### config.mk
export PLATFORM = sky130hd
export DESIGN_NAME = data_mem_controller
export DESIGN_NICKNAME = d
export VERILOG_FILES = /design/src/rtl/data_mem_controller.sv
export SDC_FILE = /design/constraint.sdc
export NUM_CORES = 1
export LEC_CHECK = 0
export CAP_MARGIN = 20
export CORE_ASPECT_RATIO = 1.75
export CORE_UTILIZATION = 40
export DETAILED_ROUTE_END_ITERATION = 16
export PLACE_DENSITY = 0.73
export SYNTH_ARGS = -nofsm -noshare
export SYNTH_HDL_FRONTEND = slang
export SYNTH_SLANG_ARGS = --single-unit
### constraint.sdc
create_clock -name clk_in -period 2.6 [get_ports clk_in]
set_input_delay 0.26 -clock clk_in [delete_from_list [all_inputs] [get_ports clk_in]]
set_output_delay 0.26 -clock clk_in [all_outputs]
set_load 0.02 [all_outputs]
### src/rtl/data_mem_controller.sv
// Data-memory slave for the CPU MEM stage: turns single-cycle read/write pulses into
// byte-enabled accesses on one 32-bit BRAM, with lane alignment, load extension and fault reporting.
`timescale 1ns/1ps

module data_mem_controller #(
  parameter int ADDR_WIDTH   = 14,
  parameter int BRAM_LATENCY = 2
) (
  input  logic                  clk_in,
  input  logic                  rst_in,
  input  logic                  dispatch_read_in,
  input  logic                  dispatch_write_in,
  input  logic [31:0]           addr_in,
  input  logic [1:0]            mem_width_in,
  input  logic                  signed_in,
  input  logic [31:0]           write_data_in,
  output logic [31:0]           read_data_out,
  output logic                  busy_out,
  output logic                  fault_out,
  output logic [ADDR_WIDTH-1:0] bram_addr_out,
  output logic [31:0]           bram_din_out,
  output logic [3:0]            bram_we_out,
  input  logic [31:0]           bram_dout_in,
  output logic [1:0]            state_dbg
);

  localparam int CW = $clog2(BRAM_LATENCY + 1);

  typedef enum logic [1:0] {
    IDLE      = 2'd0,
    WRITE     = 2'd1,
    READ_WAIT = 2'd2
  } state_t;

  state_t        state;
  logic [CW-1:0] counter;
  logic [1:0]    lane_q;
  logic [1:0]    width_q;
  logic          signed_q;

  logic [1:0]  lane;
  logic        dispatch;
  logic        fault_now;
  logic [3:0]  we_next;
  logic [31:0] din_next;
  logic [31:0] shifted;
  logic [31:0] load_value;

  // Handshake: a request is a one-cycle pulse on dispatch_read_in or dispatch_write_in
  // and is taken only when the FSM is IDLE; busy_out rises combinationally in that same
  // cycle and stays high until the transaction has fully retired.
  assign busy_out  = (state != IDLE) | dispatch_read_in | dispatch_write_in;
  assign state_dbg = state;

  assign lane     = addr_in[1:0];
  assign dispatch = dispatch_read_in | dispatch_write_in;

  always_comb begin
    fault_now = 1'b0;
    if (mem_width_in == 2'd3) fault_now = 1'b1;
    if (mem_width_in == 2'd1 && addr_in[0]) fault_now = 1'b1;
    if (mem_width_in == 2'd2 && addr_in[1:0] != 2'b00) fault_now = 1'b1;
    if ((addr_in >> (ADDR_WIDTH + 2)) != 32'd0) fault_now = 1'b1;
    if (dispatch_read_in && dispatch_write_in) fault_now = 1'b1;
  end

  // Store data is replicated across lanes so the byte enables alone select the target bytes.
  always_comb begin
    we_next  = 4'b1111;
    din_next = write_data_in;
    case (mem_width_in)
      2'd0: begin
        we_next  = 4'b0001 << lane;
        din_next = {4{write_data_in[7:0]}};
      end
      2'd1: begin
        we_next  = 4'b0011 << lane;
        din_next = {2{write_data_in[15:0]}};
      end
      default: begin
        we_next  = 4'b1111;
        din_next = write_data_in;
      end
    endcase
  end

  always_comb begin
    shifted    = bram_dout_in >> {lane_q, 3'b000};
    load_value = bram_dout_in;
    case (width_q)
      2'd0:    load_value = {{24{signed_q & shifted[7]}}, shifted[7:0]};
      2'd1:    load_value = {{16{signed_q & shifted[15]}}, shifted[15:0]};
      default: load_value = bram_dout_in;
    endcase
  end

  always_ff @(posedge clk_in) begin
    if (rst_in) begin
      state         <= IDLE;
      counter       <= '0;
      lane_q        <= 2'd0;
      width_q       <= 2'd0;
      signed_q      <= 1'b0;
      read_data_out <= 32'd0;
      fault_out     <= 1'b0;
      bram_we_out   <= 4'b0000;
      bram_addr_out <= '0;
      bram_din_out  <= 32'd0;
    end else begin
      fault_out <= 1'b0;
      case (state)
        IDLE: begin
          if (dispatch) begin
            if (fault_now) begin
              fault_out <= 1'b1;
              if (dispatch_read_in) read_data_out <= 32'd0;
            end else if (dispatch_write_in) begin
              bram_addr_out <= addr_in[ADDR_WIDTH+1:2];
              bram_we_out   <= we_next;
              bram_din_out  <= din_next;
              state         <= WRITE;
            end else begin
              bram_addr_out <= addr_in[ADDR_WIDTH+1:2];
              lane_q        <= lane;
              width_q       <= mem_width_in;
              signed_q      <= signed_in;
              counter       <= '0;
              state         <= READ_WAIT;
            end
          end
        end
        WRITE: begin
          bram_we_out <= 4'b0000;
          state       <= IDLE;
        end
        READ_WAIT: begin
          // counter==0 is the cycle the address is first presented to the BRAM.
          if (counter == CW'(BRAM_LATENCY)) begin
            read_data_out <= load_value;
            state         <= IDLE;
          end else begin
            counter <= counter + CW'(1);
          end
        end
        default: begin
          bram_we_out <= 4'b0000;
          state       <= IDLE;
        end
      endcase
    end
  end

endmodule

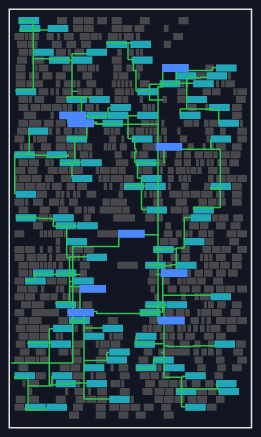
(clock wires, drivers and flops)
[cyan] flip-flops | count: 92
[blue] cells driving clock nets | count: 9
[green] clock wires | length: 1,120 um
routed clock nets: 10

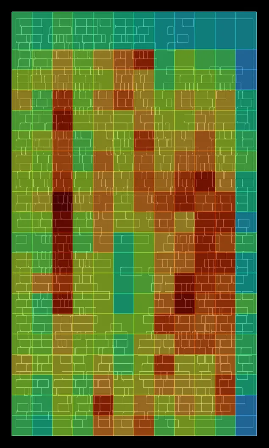
(congestion heat map)
met2 routing resource usage after global routing: 45.0%
Tot GR Track Use: 24.9%
global routing usage on met3: 5.92%
final routed wire length divided by cell count: 18.4 um
final design utilization: 62.1%

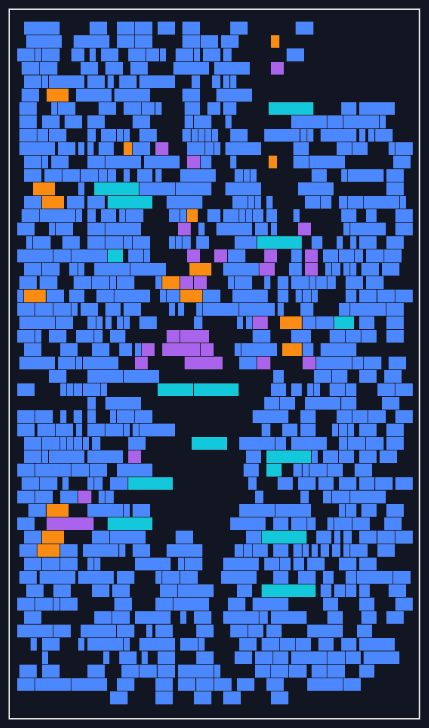
(cells by drive strength)
| colour | size | cells | share |
|---|---|---|---|
| orange | drive 2 | 16 | 2.3% |
| blue | drive 1 or less | 634 | 92% |
| cyan | drive 6 and up | 15 | 2.2% |
| purple | drive 3 to 4 | 26 | 3.8% |
PnR worst setup slack: 0.513 ns
fin area: 6930 um^2

==> power by group through the flow <==
stage / Combinational [mW] / Sequential (mW) / Clock (mW)
finish: 0.332 / 1.41 / 1.33
global route: 0.352 / 1.41 / 1.41
CTS: 0.331 / 1.41 / 1.35
detailed placement: 0.329 / 1.44 / 0
global placement: 0.325 / 1.44 / 0
floorplan: 0.106 / 1.44 / 0
==> registers in the layout, summed over array words and instances, names as in the netlist <==
name,count
counter,2
fault_out,1
state_dbg,2
bram_din_out,32
read_data_out,32
signed_q,1
lane_q,2
width_q,2
bram_we_out,4
bram_addr_out,14
==> placed cells by master (no fill, tap or decap), types with 3 or more instances in the layout <==
| cell | synthesis | routed |
|---|---|---|
| inv_1 | 13 | 13 |
| mux2i_1 | 66 | 66 |
| o32ai_1 | 10 | 10 |
| a21oi_1 | 8 | 8 |
| nand2b_1 | 6 | 6 |
| o21ai_0 | 32 | 32 |
| o41ai_1 | 16 | 16 |
| nor3_1 | 6 | 6 |
| buf_4 | 4 | 19 |
| a311oi_1 | 8 | 8 |
| clkbuf_16 | 0 | 9 |
| nor2b_1 | 19 | 19 |
| o221ai_1 | 6 | 6 |
| a221oi_1 | 7 | 7 |
| nor4_2 | 4 | 4 |
| a211oi_1 | 7 | 7 |
| clkdlybuf4s50_1 | 0 | 187 |
| nand2_1 | 31 | 31 |
| nand4b_1 | 22 | 22 |
| nor2_1 | 82 | 82 |
| dfxtp_1 | 92 | 92 |
| a211oi_2 | 5 | 5 |
| nor3b_1 | 3 | 3 |
==> cell type report <==
cell class | count | area [um^2] | share of cell area [%]
Tap cell | 132 | 165 | 2.38
Sequential cell | 92 | 1840 | 26.6
Multi-Input combinational cell | 360 | 2500 | 36.1
Inverter | 13 | 48.8 | 0.704
Timing Repair Buffer | 210 | 2070 | 29.9
Clock inverter | 7 | 73.8 | 1.07
Clock buffer | 9 | 225 | 3.25
==> worst min path at each step <==
stage,slack [ns],to,depth (start not counted)
after floorplan,0.41,bram_addr_out[0]$_SDFFE_PP0P_,2
after global placement,0.47,read_data_out[11]$_SDFFE_PP0P_,2
after detailed placement,0.48,read_data_out[10]$_SDFFE_PP0P_,2
after CTS,0.49,read_data_out[10]$_SDFFE_PP0P_,2
after global routing,0.51,read_data_out[14]$_SDFFE_PP0P_,2
final,0.48,read_data_out[10]$_SDFFE_PP0P_,2
==> worst min-delay path: stages, from the launching register on <==
cell     delay (ns)
dfxtp_1        0.31
inv_1          0.05
o32ai_1        0.08
==> metal layers <==
| metal | GRT usage, % | share of wire [%] | vias up |
|---|---|---|---|
| li1 | - | - | 2217 |
| met4 | 14.2 | 5.1 | 0 |
| met2 | 45.0 | 51 | 261 |
| met1 | 26.3 | 36 | 2125 |
| met3 | 5.92 | 8.0 | 53 |
| met5 | 0 | 0 | - |
==> kinds of logic after synthesis <==
kind of cell	Yosys count
adder cells (fa/ha/maj)	1
AND-OR/OR-AND	107
AND/OR/NAND/NOR	185
flip-flops	92
buffers and inverters	57
multiplexers	67
==> git commit body <==
Record implementation results from latest flow run

* Final count of pins violating max slew: 0
- Max-cap violation count: 0
- Final hold violation count: 0
- The run finished with clean final reports.
* Endpoint type of the worst setup path: flip-flop
* Simple-gate area share of the yosys netlist: 21.8%
- Compound Share, Synth: 17.8%
- For this run, the register share of the synthesized area comes to approximately 40%.
- Area overhead of the layout relative to synthesis: 50.9%
- For the worst reg-to-reg path, the endpoint reported by OpenROAD is read_data_out[9]$_SDFFE_PP0P_.
- PnR Total Power: approximately 3 mW
* Total cell area reported by yosys after synthesis: 4590 um^2
- Grouping stages by cell kind, the critical path spends the most delay in simple AND/OR/NAND/NOR gates.
- Maximum count of clock buffers along a single path: 2
* Maximum VDD drop: 0.000311 V
* Largest net degree at the start of global routing: 89
- Startpoint of the most critical hold path: read_data_out[10]$_SDFFE_PP0P_
- Per the OpenROAD floorplan log, the area of the die is 11,900 um^2.
- Row count: 51
- Max-area cell share: 40.1%
* Setup TNS after final layout: 0 ns
* Post-synthesis instance area: 4590 um^2
* NetSw: 0.723 mW
- STA puts the critical path data arrival time at 2.28 ns.
- Number of search-and-repair iterations in the first detailed-routing pass: 5
* Type of element launching the critical path: input pin
- Clock tree from TritonCTS: done
* Dominant kind of combinational cell: simple AND/OR/NAND/NOR gates
* Dominant synthesized flop cell: dfxtp_1
- In this run the tightest slew margin relative to its limit is 39.4%.
No activity file was given, so power comes from the tool's default toggle rates.
